### Logic cells by family

Scale: 4 px per um.
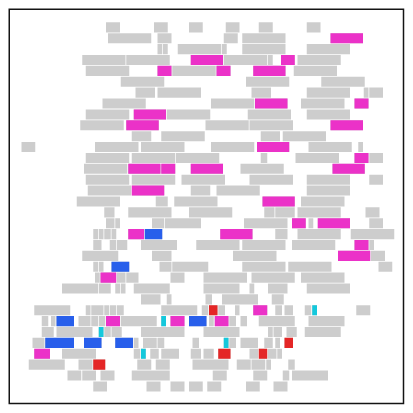
### Signal metal coverage by tile

Scale: 3 px per um. The die is cut into 20 by 20 equal tiles; dark purple is low, yellow is high, scaled to the fullest tile. Values are wire area over tile area, all layers added.
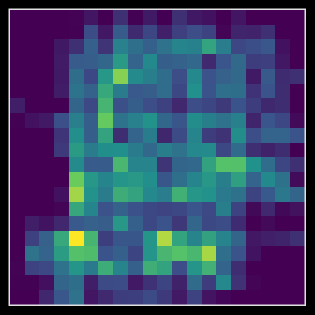
**config.mk**
```make
export PLATFORM = sky130hd
export DESIGN_NAME = uart_rx_fifo
export DESIGN_NICKNAME = d
export VERILOG_FILES = /design/src/rtl/uart_rx_fifo.sv
export SDC_FILE = /design/constraint.sdc
export NUM_CORES = 1
export LEC_CHECK = 0
export CORE_MARGIN = 2
export CORE_UTILIZATION = 40
export DETAILED_ROUTE_END_ITERATION = 10
export SYNTH_ARGS = -nofsm -noshare
export SYNTH_HDL_FRONTEND = slang
export SYNTH_SLANG_ARGS = --single-unit
```
**constraint.sdc**
```tcl
create_clock -name clk2 -period 4.89 [get_ports clk2]
set_clock_uncertainty 0.1 [all_clocks]
set_input_delay 0.489 -clock clk2 [delete_from_list [all_inputs] [get_ports clk2]]
set_output_delay 0.489 -clock clk2 [all_outputs]
set_load 0.02 [all_outputs]
```
**src/rtl/uart_rx_fifo.sv**
```systemverilog
// Receive-side byte buffer behind the UART receiver: captures a byte on each
// rising edge of valid_data into a circular buffer and presents it on a FWFT valid/ready port.
module uart_rx_fifo #(
    parameter int DATA_W = 8,
    parameter int ADDR_W = 3,
    parameter int DEPTH  = 8
) (
    input  logic              clk2,
    input  logic              rst,
    input  logic [DATA_W-1:0] p_data,
    input  logic              valid_data,
    output logic [DATA_W-1:0] out_data,
    output logic              out_valid,
    input  logic              out_ready,
    output logic              full,
    output logic              empty,
    output logic [ADDR_W:0]   count,
    output logic              overflow,
    input  logic              ovf_clr,
    output logic [7:0]        drop_cnt
);

    logic [DATA_W-1:0] r_mem [DEPTH];
    logic [ADDR_W-1:0] r_wr_ptr;
    logic [ADDR_W-1:0] r_rd_ptr;
    logic [ADDR_W:0]   r_count;
    logic              r_valid_q;
    logic              r_overflow;
    logic [7:0]        r_drop_cnt;

    logic w_full;
    logic w_empty;
    logic w_wr_req;
    logic w_pop;
    logic w_wr_acc;
    logic w_drop;

    assign w_full   = (r_count == (ADDR_W+1)'(DEPTH));
    assign w_empty  = (r_count == '0);
    assign w_wr_req = valid_data & ~r_valid_q;
    assign w_pop    = ~w_empty & out_ready;
    // A pop in the same cycle frees the slot, so a full buffer still accepts the write.
    assign w_wr_acc = w_wr_req & (~w_full | w_pop);
    assign w_drop   = w_wr_req & w_full & ~w_pop;

    // valid_q resets high so a level already present at reset release is ignored.
    always_ff @(posedge clk2 or negedge rst) begin
        if (!rst) begin
            r_valid_q <= 1'b1;
        end else begin
            r_valid_q <= valid_data;
        end
    end

    always_ff @(posedge clk2 or negedge rst) begin
        if (!rst) begin
            r_wr_ptr <= '0;
            r_rd_ptr <= '0;
            r_count  <= '0;
        end else begin
            if (w_wr_acc) begin
                r_wr_ptr <= r_wr_ptr + 1'b1;
            end
            if (w_pop) begin
                r_rd_ptr <= r_rd_ptr + 1'b1;
            end
            if (w_wr_acc && !w_pop) begin
                r_count <= r_count + 1'b1;
            end else if (!w_wr_acc && w_pop) begin
                r_count <= r_count - 1'b1;
            end
        end
    end

    always_ff @(posedge clk2) begin
        if (w_wr_acc) begin
            r_mem[r_wr_ptr] <= p_data;
        end
    end

    // A drop in the same cycle as ovf_clr wins: status restarts at one dropped byte.
    always_ff @(posedge clk2 or negedge rst) begin
        if (!rst) begin
            r_overflow <= 1'b0;
            r_drop_cnt <= '0;
        end else if (w_drop) begin
            r_overflow <= 1'b1;
            if (ovf_clr) begin
                r_drop_cnt <= 8'd1;
            end else if (r_drop_cnt != 8'hFF) begin
                r_drop_cnt <= r_drop_cnt + 8'd1;
            end
        end else if (ovf_clr) begin
            r_overflow <= 1'b0;
            r_drop_cnt <= '0;
        end
    end

    assign out_data  = w_empty ? '0 : r_mem[r_rd_ptr];
    assign out_valid = ~w_empty;
    assign full      = w_full;
    assign empty     = w_empty;
    assign count     = r_count;
    assign overflow  = r_overflow;
    assign drop_cnt  = r_drop_cnt;

endmodule

```
==> reports/metrics.yaml <==
slowest_delay_ns: 0.79
outcome: "finished, final reports clean"
async_flop_share: 0.238
cp.depth: 5
clk_path_buf_depth: 2
area_leaders: "edfxtp_1 54%, dfrtp_1 13%, mux4_2 10%, mux2i_1 3.4%, ha_1 2.1%"
dr.pass1.iters: 4
cp-end-kind: "output pin"
ys_seq_elements: 84
placed_cells: 354
power_density_mw_per_mm2: 548
synthesis.area_sq_mm: 0.00355
yosysSeqAreaShare: 0.683
power_mw: 2.34
lay_top_cells: "64 x edfxtp_1, 36 x clkdlybuf4s50_1, 19 x dfrtp_1"
leakagePower_nw: 1.50
relSlewSlack: 0.258
syn2layout_area_growth_pct: 20.3
worstPathCellList: "buf_4, mux4_2, mux2i_1, nor2_1, clkdlybuf4s50_1"
finalSetupViolCount: 0
drc: 0
antenna_found_initial: 0
yosys_area_sq_mm: 0.00355
place_area_sq_mm: 0.00403
clock.fmax_mhz: 303
vias_per_cell: 5.25
hold_path.class: "flop to flop"
layout_min_cycle_time_ns: 3.30
Back to the opening pictures, 'Logic cells by family':
colour	family	cells	most used
blue	fa/ha/maj cells	7	ha_1
red	and/or cells	5	or3_1
magenta	mux cells	31	mux4_2
cyan	inv cells	5	inv_1
most frequent logic cell in the layout: edfxtp_1
Non-Filler Instances: 369
Comb area share: 0.251

Back to the opening pictures, 'Signal metal coverage by tile':
emptiest ninth of the die	top left
mean over tiles	0.10
fullest tile	0.43
tiles over half the peak	13%
densest ninth of the die	middle
nearly empty tiles	23%

cell families (layout without fill, tap and decap cells):
family | count (synthesis) | count (layout) | synth area share
XOR/XNOR | 6 | 6 | 0.0148
AND-OR/OR-AND | 19 | 19 | 0.0346
multiplexers | 31 | 31 | 0.145
buffers and inverters | 13 | 59 | 0.0145
adder cells (fa/ha/maj) | 7 | 7 | 0.0268
flip-flops | 84 | 84 | 0.683
AND/OR/NAND/NOR | 55 | 55 | 0.0815
path summary, 6_finish.rpt:
kind | start | end | slack [ns]
setup / recovery | r_rd_ptr[0]$_DFFE_PN0P_ | out_data[5] | 1.59
hold / removal | r_wr_ptr[0]$_DFFE_PN0P_ | r_wr_ptr[0]$_DFFE_PN0P_ | 0.42
setup reg to reg | count[1]$_DFFE_PN0P_ | count[3]$_DFFE_PN0P_ | 1.79
hold reg to reg | r_wr_ptr[0]$_DFFE_PN0P_ | r_wr_ptr[0]$_DFFE_PN0P_ | 0.42
max in group asynchronous | rst | drop_cnt[5]$_DFFE_PN0P_ | 3.55
min in group asynchronous | rst | count[1]$_DFFE_PN0P_ | 0.56
Yosys cell counts, drive strengths merged, types with 2 or more instances:
master,instances
o21ai,7
mux2i,12
inv,4
mux4,16
clkbuf,4
o211ai,2
ha,6
mux2,3
buf,4
edfxtp,64
nand4,2
dfrtp,19
a21oi,4
nand3,5
or3,2
nand2b,4
nand2,11
nor2,18
nor3,5
xnor2,5
sequential cells by signal, summed over array words and instances, names as in the netlist:
signal and cells:
r_mem 64, drop_cnt 8, count 4, r_rd_ptr 3, r_wr_ptr 3, overflow 1
r_valid_q 1
worst register-to-register path: cells and delay by family (launching register included):
family	cells	cell delay, ns
flops	1	0.47
buf+inv	1	0.13
fa+ha+maj	2	0.53
simple gates	2	0.95
compound gates	3	0.81
where the power goes:
group          internal (mW)  switching (mW)  leakage, nW
Combinational          0.419           0.345        0.545
Clock                  0.338           0.238        0.120
Sequential             0.856           0.142        0.832
Total                   1.61           0.725         1.50
through the flow:
step | hold slack, ns | util | setup slack, ns
3_5_place_dp | 0.406 | 0.465 | 1.63
5_1_grt | 0.443 | 0.492 | 1.38
3_3_place_gp | 0.401 | 0.465 | 1.77
6_report | 0.423 | 0.492 | 1.59
4_1_cts | 0.424 | 0.492 | 1.52
2_1_floorplan | 0.0934 | - | 1.81
final cells by class:
cell class / instances / area, sq um / share of cell area
Multi-Input combinational cell: 118 / 1070 / 0.251
Clock buffer: 9 / 124 / 0.0290
Timing Repair Buffer: 39 / 383 / 0.0897
Sequential cell: 84 / 2420 / 0.568
Tap cell: 108 / 135 / 0.0316
Clock inverter: 6 / 113 / 0.0264
Inverter: 5 / 18.8 / 0.00439
layer usage:
layer	track usage	vias to the layer above	routed length, um
li1	-	916	-
met1	0.190	978	2990
met2	0.241	35	3300
met3	0.0322	7	189
met4	0.0632	0	84
met5	0	-	0
Power and IR drop assume default switching activity.
